Design fir_filter_as_stage, sky130hd; sources not shown.
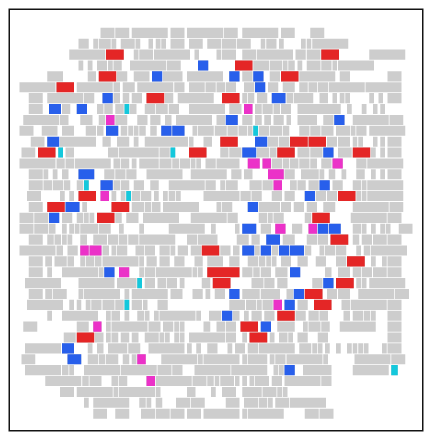
(run_1/gate_families.png)
(4 px per um)
family	colour	cells	most used
AND and OR gates	magenta	17	and3_1
AND-OR and OR-AND gates	blue	44	a21o_1
adder and majority cells	red	33	ha_1
inverters	cyan	9	inv_1
final cell count without fillers: 886
most frequent logic cell in the layout: nand2_1

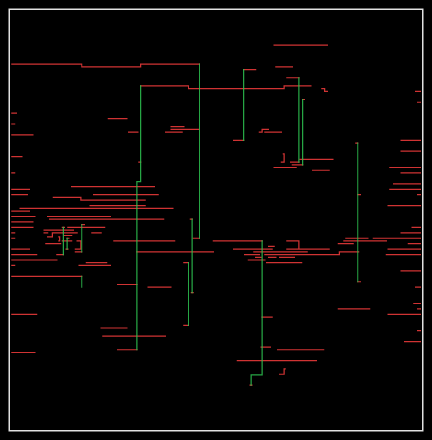
(run_1/metal_stack.png)
(4 px per um) Only two layers are drawn.
layer	colour	wire length
met3	red	833 um
met4	green	292 um
GRT Resource Usage Total: 28.3%
DR vias: 5127
wirelength, routed: 14600 um

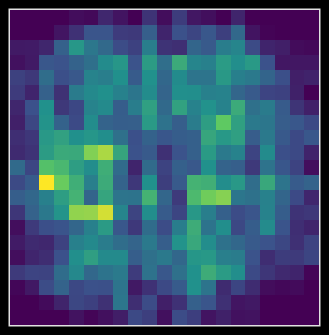
(run_1/wire_density.png)
(3 px per um) The die is cut into 21 by 21 equal tiles; dark purple is low, yellow is high, scaled to the fullest tile. Values are wire area over tile area, all layers added.
mean over tiles	0.22
tiles over half the peak	14%
nearly empty tiles	8.4%
densest ninth of the die	left middle
emptiest ninth of the die	bottom right
drt wl/cell: 16.5 um

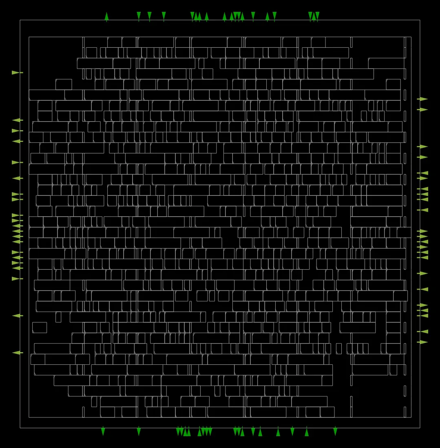
(run_1/final_placement.png)
tap cells: 133
fillers: 757
area of the core: 9640 um2
flip-flops: 81
post-layout util: 72.9%

==> CHANGELOG.md, run 1 <==
### Implementation results

- Run status: finished, final reports clean
- Yosys top cell by instances: nand2_1
- Skew final: 11.8 ps
- Clk tree area frac: 3.10%
- P_leak: 3.48 nW
- Pin count of the biggest net entering global routing: 49
- Yosys stat chip area: 5260 um2
- Die Size: 10800 um2
- Standard-cell rows: 36
- Placer congestion estimate: 0.941
- Synth top cells by count: 126 x nand2_1, 81 x dfrtp_1, 35 x nor2_1
- Initial antenna violation count: 1
- Worst slack, placed: -443 ps
- Clk buf depth: 2
- Reg2Reg Depth: 11
- Clock Pin Slew Worst Setup and Hold Paths: 90 ps
- Worst Tran Pin Value: 605 ps
- Yosys Warn Count: 0
- Final hold violation count: 0
- Met1 GRT Util: 36.6%
- Maximum vdd drop: 228 uV
- Seq/total area: 28.8%
- Power Dens Cells: 401 nW/um2
- Slew HR: 59.6%
- Number of remaining DRC errors: 0
- Die X-Extent: 103 um
- Post-cts hold buffer count: 0
- Antenna Cells: 0
- Combinational gate area: 3110 um2
- Syn Area/Cell: 8.76 um2
- Kind of critical path: in2reg
- Final setup fails: 0
- Crit path DAT: 3770 ps
- Setup Total Neg Slack: 0 ps
- Vias in the first global route: 5125
- Mapped Cells: 600
- FF+latch count, synth: 81
- Cell count along the critical path: 11
- Crit path max fanout: 2
- Area Overhead vs Synth: 33.7%
- Largest class: multi-input combinational cells
- Final Instance Area: 7030 um2
- Most area-hungry cell type in the Yosys netlist: dfrtp_1
- Clk sinks: 81
- Buffers, non-clock: 167
- Worst reg-to-reg setup slack: 590 ps
- Layout cells sized above 1: 17.3%
- Crit path required time: 3870 ps
- Io pins: 82
- Met2 global-route usage: 47.7%
- Global route hottest layer: met2
- Inserted Clock Buffers: 9
- Crit path buf inv count: 1
- Final WS setup: 97.9 ps
- Clock buffers: 11
- Hold Crit Class: reg2reg
- Fin. max-slew vios: 0
- Critical Path Source Type: primary input
- Initial Util: 54.5%
- CP max stage cell: clkdlybuf4s50_1
- Iteration-0 DRC Markers: 177
- Dominant logic cell types in the final layout: 126 x nand2_1, 85 x buf_4, 81 x dfrtp_1
- Remaining Overflow, GRT: 0
- Met3 Usage GRT: 4.35%
- Iteration tally of the first detailed-router pass: 5
- Inverters, non-clock: 9
- DPL Wire Length: 10600 um
- Final non-clock buffer share: 20.9%
- Met1 wire length: 6280 um
- Critical path endpoint category: flip-flop
- Hold Slack: 472 ps
- Cells in synth_stat.txt: 600
- Reg area: 2030 um2
- Period minus WS final: 3500 ps
- CTS tree: done
- Top-area cell share: 38.6%
- Log Warnings: 26
- RSZ-0062 raised after global routing: no
- Mapped cell area: 5260 um2
- Nets: 821
- Distinct cells, synth: 65
- Flip-flops with a built-in enable: 0
- Placed Cells incl. Taps: 871
- CTS resizes: 8
- Setup bufs post-CTS: 0
- First-pass GRT wire length: 24300 um
[run 1: cells by family after synthesis]
| family | Yosys count | synth area share [%] |
|---|---|---|
| AOI/OAI and AO/OA | 143 | 19.0 |
| xor gates and xnor gates | 30 | 5.00 |
| adders and majority gates | 33 | 8.00 |
| buffers and inverters | 38 | 2.86 |
| DFF | 81 | 38.6 |
| muxes | 9 | 1.86 |
| other | 1 | 0.0714 |
| and+or+nand+nor | 265 | 24.6 |
[run 1: report_power, final]
group | internal, mW | leakage [nW] | switching (mW)
clock | 0.409 | 0.106 | 0.359
combinational | 0.507 | 2.33 | 0.422
sequential | 1.05 | 1.05 | 0.0771
==> run_1/zoom.png <==
Region (36, 38) to (66, 68) um. Cells in grey, sequential cells in the stronger grey; small squares are vias.
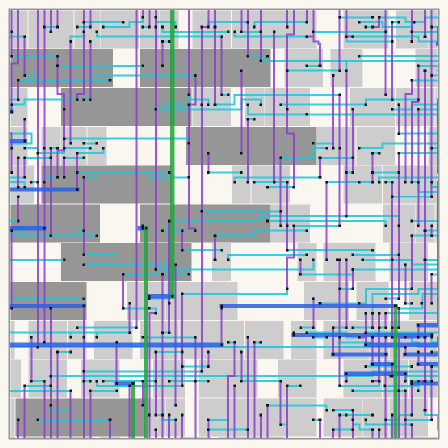

==> run 1 -> run 2 <==
--- a/config.mk
+++ b/config.mk
@@ -5,11 +5,13 @@
 export SDC_FILE = /design/constraint.sdc
 export NUM_CORES = 1
 export LEC_CHECK = 0
+export ABC_AREA = 1
 export CAP_MARGIN = 0
-export CORE_AREA = 2 2 101 103
+export CORE_AREA = 2 2 106 108
 export DETAILED_ROUTE_END_ITERATION = 7
-export DIE_AREA = 0 0 103 105
-export PLACE_DENSITY = 0.83
+export DIE_AREA = 0 0 108 110
+export PLACE_DENSITY = 0.82
+export SETUP_SLACK_MARGIN = 0.3
 export SYNTH_ARGS = -nofsm -noshare
 export SYNTH_HDL_FRONTEND = slang
 export SYNTH_SLANG_ARGS = --single-unit
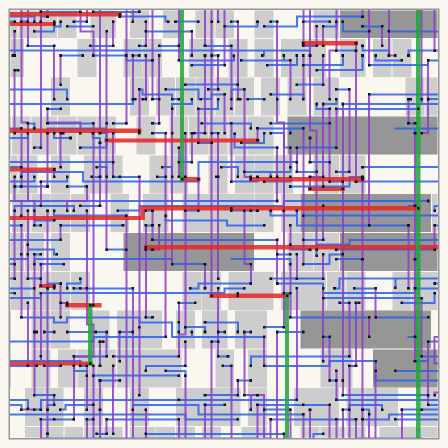
(run_2/zoom.png)
Region (39, 40) to (69, 70) um. Cells in grey, sequential cells in the stronger grey; small squares are vias.
layer	colour
met4	green
met3	red
met1	blue
met2	purple
sequential cells in the window	6
cells with their middle in the window	112
most frequent	nand2_1 (45), inv_1 (24), nor2_1 (11)

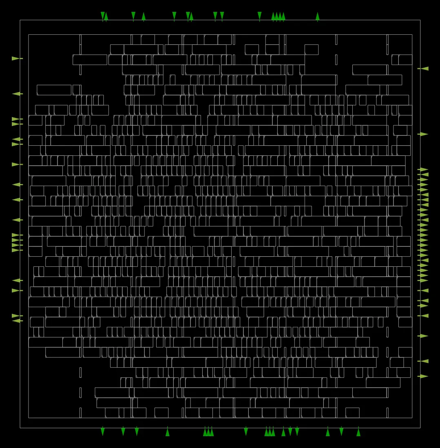
(run_2/final_placement.png)
area of the core: 10700 um2
standard-cell rows: 38
fillers: 992

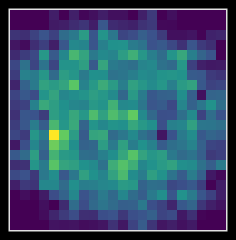
(run_2/wire_density.png)
(2 px per um) The die is cut into 22 by 22 equal tiles; dark purple is low, yellow is high, scaled to the fullest tile. Values are wire area over tile area, all layers added.
nearly empty tiles	9.3%
fullest tile	0.62
tiles over half the peak	21%
mean over tiles	0.20
emptiest ninth of the die	top right
GRT Resource Usage Total: 26.6%
DR vias: 5597
wirelength, routed: 14700 um
drt wl/cell: 13.1 um

==> run 2 against run 1 <==
Against the previous run: clock-buffer cell count shrank 1; maximum frequency is 17% higher; via count grew 9.2%; final area decreased by 1.4%; critical endpoint is now acc[17]$_DFFE_PP0P_; clock skew grew 0.94 ps; synthesized cell count is 51% higher; largest power group unchanged; hold slack improved by 9.3 ps; register-to-register slack better by 810 ps; die size rose by 9.8%; routed wire length is 0.96% higher; clock power shrank 11%; global-route usage fell by 1.7 points.
==> CHANGELOG.md, run 2 <==
### Implementation results

- Most area-hungry cell type in the Yosys netlist: dfrtp_1
- Die Size: 11900 um2 (+9.8%)
- Vias/cell: 4.97
- Final Instance Area: 6930 um2 (-1.4%)
- Yosys stat chip area: 5790 um2 (+10%)
- Mapped Cells: 903 (+51%)
- Final setup fails: 0 (unchanged)
- Distinct cells, synth: 32 (-51%)
- Final cell count without fillers: 1126 (+27%)
- Worst slack, placed: 246 ps (+689 ps)
- Slew HR: 62.5% (+2.8 points)
- Adder Area Share: 7.26% (-0.74 points)
- DPL Wire Length: 11300 um (+6.9%)
- Simple share: 35.4% (+11 points)
- Top-area cell share: 35.0% (-3.6 points)
- Run status: finished, final reports clean
- P_seq: 1.11 mW (about the same)
- Flip-flops with a built-in enable: 0 (unchanged)
- Initial antenna violation count: 0 (-1)
- P_leak: 3.86 nW (+11%)
- Seq pwr share: 42.4% (+2.6 points)
- Kind of critical path: in2reg
- Placer congestion estimate: 0.938 (-0.33%)
- Mapped cell area: 5790 um2 (+10%)
- Top non-seq family: simple AND/OR/NAND/NOR gates
- Io pins: 82 (unchanged)
- Post-cts hold buffer count: 0 (unchanged)
- Clk sinks: 81 (unchanged)
- Comb power: 0.826 mW (-11%)
- Synth top cells by count: 339 x nand2_1, 167 x inv_1, 81 x dfrtp_1, 76 x nand3_1, 74 x nor2_1
- Top pwr grp: sequential cells
- Power Dens Cells: 378 nW/um2 (-5.8%)
- Hold Crit Class: reg2reg
- First-pass GRT wire length: 24800 um (+2.1%)
- Iteration tally of the first detailed-router pass: 5 (unchanged)
- Clock Power: 0.681 mW (-11%)
- Number of remaining DRC errors: 0 (unchanged)
- Syn Area/Cell: 6.41 um2 (-27%)
- Hold Slack: 482 ps (+9.34 ps)
- Dominant logic cell types in the final layout: 339 x nand2_1, 166 x inv_1, 81 x dfrtp_1
- Iteration-0 DRC Markers: 333 (+88%)
- Cells in synth_stat.txt: 903 (+51%)
- Crit path max fanout: 35 (+33)
- Most frequent logic cell in the layout: nand2_1
- Critical path endpoint category: flip-flop
- Fin. max-slew vios: 0 (unchanged)
- Vias in the first global route: 5391 (+5.2%)
- Crit path required time: 3830 ps (-40 ps)
- Yosys top cell by instances: nand2_1
- Crit path DAT: 3230 ps (-540 ps)
- Maximum vdd drop: 261 uV (+15%)
- Asr flop ratio synth: 100%
- Worst reg-to-reg setup slack: 1400 ps (+810 ps)
- Clock share of power: 26.0% (-1.2 points)
- Antenna Cells: 0 (unchanged)
- Log Warnings: 26 (unchanged)
- Sw Share: 33.4% (+2.9 points)
- Inserted Clock Buffers: 9 (unchanged)
- Clock Pin Slew Worst Setup and Hold Paths: 80 ps (about the same)
- Layout cells sized above 1: 3.25% (-14 points)
- Internal power: 1.75 mW (-11%)
- Nets: 1053 (+28%)
- Critical Path Source Type: primary input
- Dpl cell area: 6730 um2
- Final WS setup: 594 ps (+496 ps)
- Clk buf depth: 2 (unchanged)
- Logic pwr share: 31.6% (-1.3 points)
- Yosys Warn Count: 0 (unchanged)
- Period minus WS final: 3010 ps (-496 ps)
- Xor/xnor share: 2.27% (-2.7 points)
- CTS tree: done
- FF+latch count, synth: 81 (unchanged)
- Pin count of the biggest net entering global routing: 52 (+6.1%)
- Max H-tree Level: 3
- Skew final: 12.7 ps (+0.944 ps)
- P_sw: 0.873 mW (+1.8%)
- Setup bufs post-CTS: 0 (unchanged)
- MUX share of area: 0% (-1.9 points)
- Remaining Overflow, GRT: 0 (unchanged)
- Ao+oa area frac: 7.05% (-12 points)
- Setup Total Neg Slack: 0 ps (unchanged)
- Die X-Extent: 108 um (+4.9%)
- Initial Util: 54.1% (-0.40 points)
[run 2: worst max-delay path, stage by stage]
cell and delay [ps]:
clkdlybuf4s50_1 550, buf_12 240, nor2_1 70, ha_1 340, nand2_1 200, inv_1 60, nand2_1 60, nand2_1 80
nand3b_1 270, nand2_1 160, nand3_1 110, nand3_1 90, o21ai_0 90
[run 2: layer usage]
metal  vias up  track usage (%)  share of wire, %
met5         -                0                 0
met4         0             10.1               2.0
met3        26             4.53               4.3
met2       140             43.8                46
met1      2501             35.3                48
li1       2930                -                 -
[run 2: area by class of cell]
class,instances,area (um2),area share [%]
Clock inverter,6,67.6,0.975
Sequential cell,81,2030,29.3
Inverter,170,642,9.26
Timing Repair Buffer,87,878,12.7
Tap cell,140,175,2.53
Clock buffer,10,128,1.84
Multi-Input combinational cell,632,3010,43.5
Power figures rest on the tool's default switching activity, not on a simulated workload.
